==> config.mk <==
export PLATFORM = sky130hd
export DESIGN_NAME = sizer_resp_misr_flat
export DESIGN_NICKNAME = d
export VERILOG_FILES = /design/src/rtl/sizer_resp_misr_if.sv /design/src/rtl/sizer_resp_misr.sv /design/src/flat_wrapper.sv
export SDC_FILE = /design/constraint.sdc
export NUM_CORES = 1
export LEC_CHECK = 0
export CAP_MARGIN = 20
export CELL_PAD_IN_SITES_DETAIL_PLACEMENT = 0
export CELL_PAD_IN_SITES_GLOBAL_PLACEMENT = 1
export CORE_MARGIN = 10
export CORE_UTILIZATION = 40
export CTS_CLUSTER_SIZE = 30
export DETAILED_ROUTE_END_ITERATION = 10
export PLACE_DENSITY_LB_ADDON = 0.12
export SLEW_MARGIN = 20
export SYNTH_ARGS = -nofsm -noshare
export SYNTH_HDL_FRONTEND = slang
export SYNTH_SLANG_ARGS = --single-unit
==> constraint.sdc <==
create_clock -name clk -period 3.4 [get_ports clk]
set_input_delay 0.68 -clock clk [delete_from_list [all_inputs] [get_ports clk]]
set_output_delay 0.68 -clock clk [all_outputs]
set_load 0.02 [all_outputs]
Fig. 1: run 1, power grid
Pins as bars on the die edge.
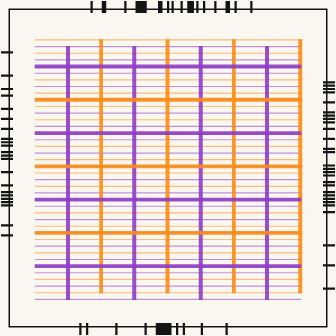
| color | net |
|---|---|
| orange | VDD |
| purple | VSS |
met1 rails: 40
met5 straps: 7
rows: 39
Die Y: 129 um
die width: 129 um

Fig. 2: run 1, placed cells, one color a class
Scale bar: 50 um.
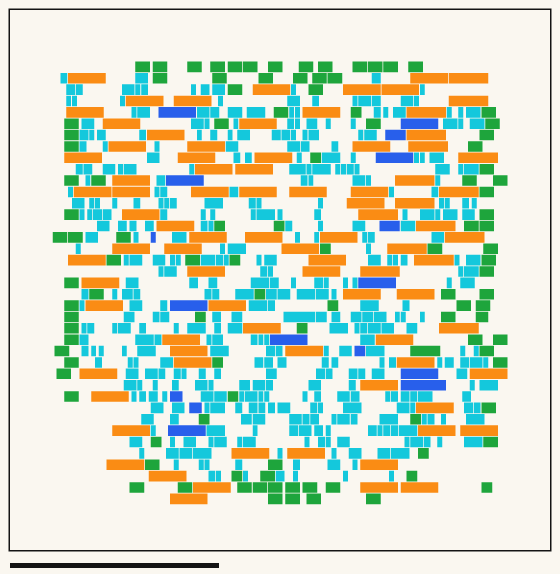
| color | class | cells | share of their area |
|---|---|---|---|
| blue | clock drivers and dummy loads | 16 | 5.2% |
| cyan | remaining logic cells | 413 | 42% |
| green | remaining buffers and delay cells | 107 | 17% |
| orange | registers | 85 | 36% |
Util after Layout: 0.538
Core Rows: 39
cell area after layout: 6220 um2
core box area: 11600 um2
flop share of the area: 0.345

Fig. 3: run 1, clock wires, drivers and flops
Scale bar: 50 um.
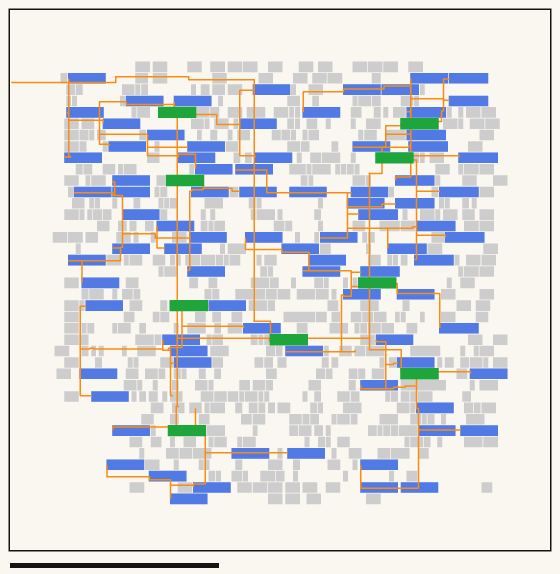
[green] clock-net drivers | count: 9
[orange] clock wires | length: 1220 um
[blue] flip-flops | count: 85
routed clock nets: 10
Clk pwr share: 0.281
clk_lat worst skew: 0.34 ns
clk pwr: 1.02 mW
Setup Skew: 0.00807 ns

==> CHANGELOG.md, run 1 <==
### Implementation results

* Main area contributors: dfrtp_1 36%, dfstp_2 8.8%, ha_1 6.3%
* Ys Warns at 0
* #MultiIn Comb at ~390
* Hold_ws at ~0.36 ns
* CTS max path bufs at 2
* Combinational share of cell area at 0.394
* Top routing layer in use: met4
* Crit path DRT at approximately 2.7 ns
* Tmin final at 3.24 ns
* Final nets at ~660
* Worst r2r path cells at 10
* And+or+nand+nor area frac at 0.220
* Max Slew Vio Count at 0
* Synth cell count leaders: 80 x nand2_1, 69 x dfrtp_1, 49 x nor2_1
* Max FO, Critical Path at 4
* Worst slew margin at 0.460
* DR pass1 iterations at 4
* Status: complete, no violations
* Setup tns final at 0 ns
* CP max stage delay at approximately 0.54 ns
* Largest net degree at the start of global routing at 62
* Antenna violations before repair at 0
Fig. 4: run 1, metal layers overlaid
Only two layers are drawn.
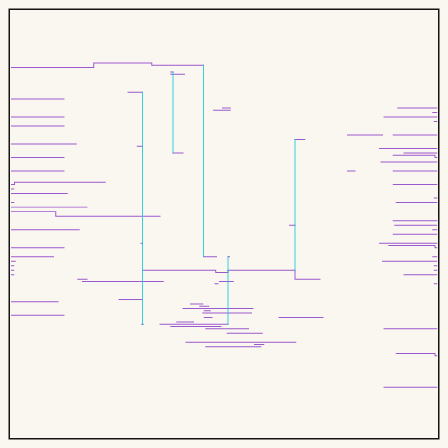

## Run 2: what changed since run 1
==> constraint.sdc (replaced) <==
create_clock -name clk -period 3.4 [get_ports clk]
set_input_delay 0.51 -clock clk [delete_from_list [all_inputs] [get_ports clk]]
set_output_delay 0.51 -clock clk [all_outputs]
set_load 0.02 [all_outputs]
Fig. 5: run 2, metal layers overlaid
Only two layers are drawn.
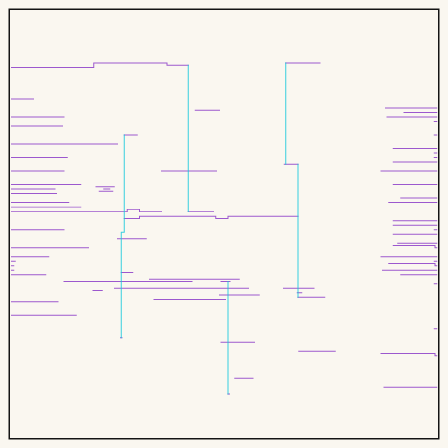
| color | layer | wire length |
|---|---|---|
| purple | M3 | 991 um |
| cyan | M4 | 211 um |
Avg WL per Cell: 17.5 um
GRT Total Usage: 0.163

==> run 2 against run 1 <==
Highest routed layer unchanged. Largest cell class unchanged. Utilization down 0.065 points. Die area is the same. Non-clock buffer count shrank 2.
==> CHANGELOG.md, run 2 <==
### Implementation results

* Status: complete, no violations
* Final ANT Viol Nets at 0
* Clk pwr share at 0.272
* Int Power at about 2.3 mW
* Hold_ws at 0.210 ns
* Pwr dens at 585 nW/um2
* Met1 GRT Util at 0.219
* #MultiIn Comb at between 300 and 400
* Post-synth EDFFs at 0
* Die width at 129 um
* DR pass1 iterations at 4
* Setup tns final at 0 ns
* Antenna violations before repair at 0
* Maximum vdd ir drop at 0.406 mV
* Invs w/o clock at 27
* Max FO, Critical Path at 8
* Top cells excl fill/tap: 87 x clkdlybuf4s50_1, 80 x nand2_1, 69 x dfrtp_1
* Max Slew Vio Count at 0
* Pleak at 2.55 nW
* Core Rows at 39
* Synth cell count leaders: 80 x nand2_1, 69 x dfrtp_1, 49 x nor2_1
* CP max stage delay at 0.57 ns
* Average size of a mapped cell at 9.17 um2
* Crit path DRT at 2.89 ns
* WL final at roughly 13000 um
* Worst r2r path cells at 11
* Core box area at 11600 um2
* Util after Layout at 0.537
* Clk sinks at around 85
* Clk_lat worst skew at 0.35 ns
* Setup Skew at 0.00499 ns
* Ys Warns at 0
* Flop share of the area at 0.346
* Worst slew margin at 0.458
* Top pwr grp: sequential cells
* Tmin final at 3.25 ns
* Largest net degree at the start of global routing at 58
* Top routing layer in use: met4
* Die Y at 129 um
* Final nets at 660
* Combinational share of cell area at 0.396
* CTS max path bufs at 2
* And+or+nand+nor area frac at 0.220
## Run 3: what changed since run 2
--- a/config.mk
+++ b/config.mk
@@ -5,7 +5,7 @@
 export SDC_FILE = /design/constraint.sdc
 export NUM_CORES = 1
 export LEC_CHECK = 0
-export CAP_MARGIN = 20
+export CAP_MARGIN = 10
 export CELL_PAD_IN_SITES_DETAIL_PLACEMENT = 0
 export CELL_PAD_IN_SITES_GLOBAL_PLACEMENT = 1
 export CORE_MARGIN = 10
Fig. 6: run 3, metal layers overlaid
Only two layers are drawn.
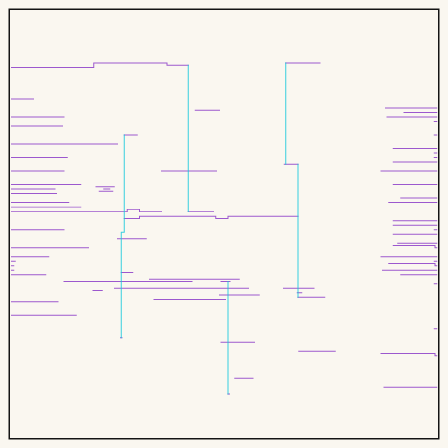
| color | layer | wire length |
|---|---|---|
| purple | M3 | 991 um |
| cyan | M4 | 211 um |
via count: 4066
WL final: 13300 um

==> run 3 against run 2 <==
Register-to-register slack barely moved. Synthesized cell count did not move. Critical path type unchanged. Sequential power barely moved. Sequential cell count did not move. Global-route usage did not move. Clock skew did not move. Clock power barely moved. Combinational power barely moved.
==> CHANGELOG.md, run 3 <==
### Implementation results

* Status: complete, no violations
* Inst Count DP at 746
* Die width at 129 um
* Max FO, Critical Path at 8
* Initial core utilization at 0.413
* Tmin final at 3.25 ns
* And+or+nand+nor area frac at 0.220
* Main area contributors: dfrtp_1 36%, dfstp_2 8.8%, ha_1 6.3%
* Max Slew Vio Count at 0
* #MultiIn Comb at between 300 and 400
* Ys Warns at 0
* Gate Count Post-Synth at 520
* Placer Congestion at 0.923
* Die Y at 129 um
* Int Power at 2.29 mW
* Top cells excl fill/tap: 87 x clkdlybuf4s50_1, 80 x nand2_1, 69 x dfrtp_1
* Setup tns final at 0 ns
* Clk pwr share at 0.272
* Core box area at 11600 um2
* Util after Layout at 0.537
* Comb area at 2460 um2
* Invs w/o clock at 27
* CTS max path bufs at 2
* Worst r2r path cells at 11
* Dominant combinational family: simple AND/OR/NAND/NOR gates
* Worst slew margin at 0.458
* Setup Skew at 0.00499 ns
* Flop share of the area at 0.346
* Maximum vdd ir drop at 0.406 mV
* Final ANT Viol Nets at 0
* Pwr dens at 585 nW/um2
* Combinational share of cell area at 0.396
* Crit path DRT at 2.89 ns
* DR pass1 iterations at 4
* Final nets at 660
* GRT Total Usage at 0.163
* Hold_ws at 0.210 ns
* Avg WL per Cell at 17.5 um
* Met1 GRT Util at 0.219
* Top routing layer in use: met4
* Average size of a mapped cell at 9.17 um2
* Antenna violations before repair at 0
* Post-synth EDFFs at 0
* Clk_lat worst skew at 0.35 ns
* Pleak at 2.55 nW
No activity file was given, so power comes from the tool's default toggle rates.
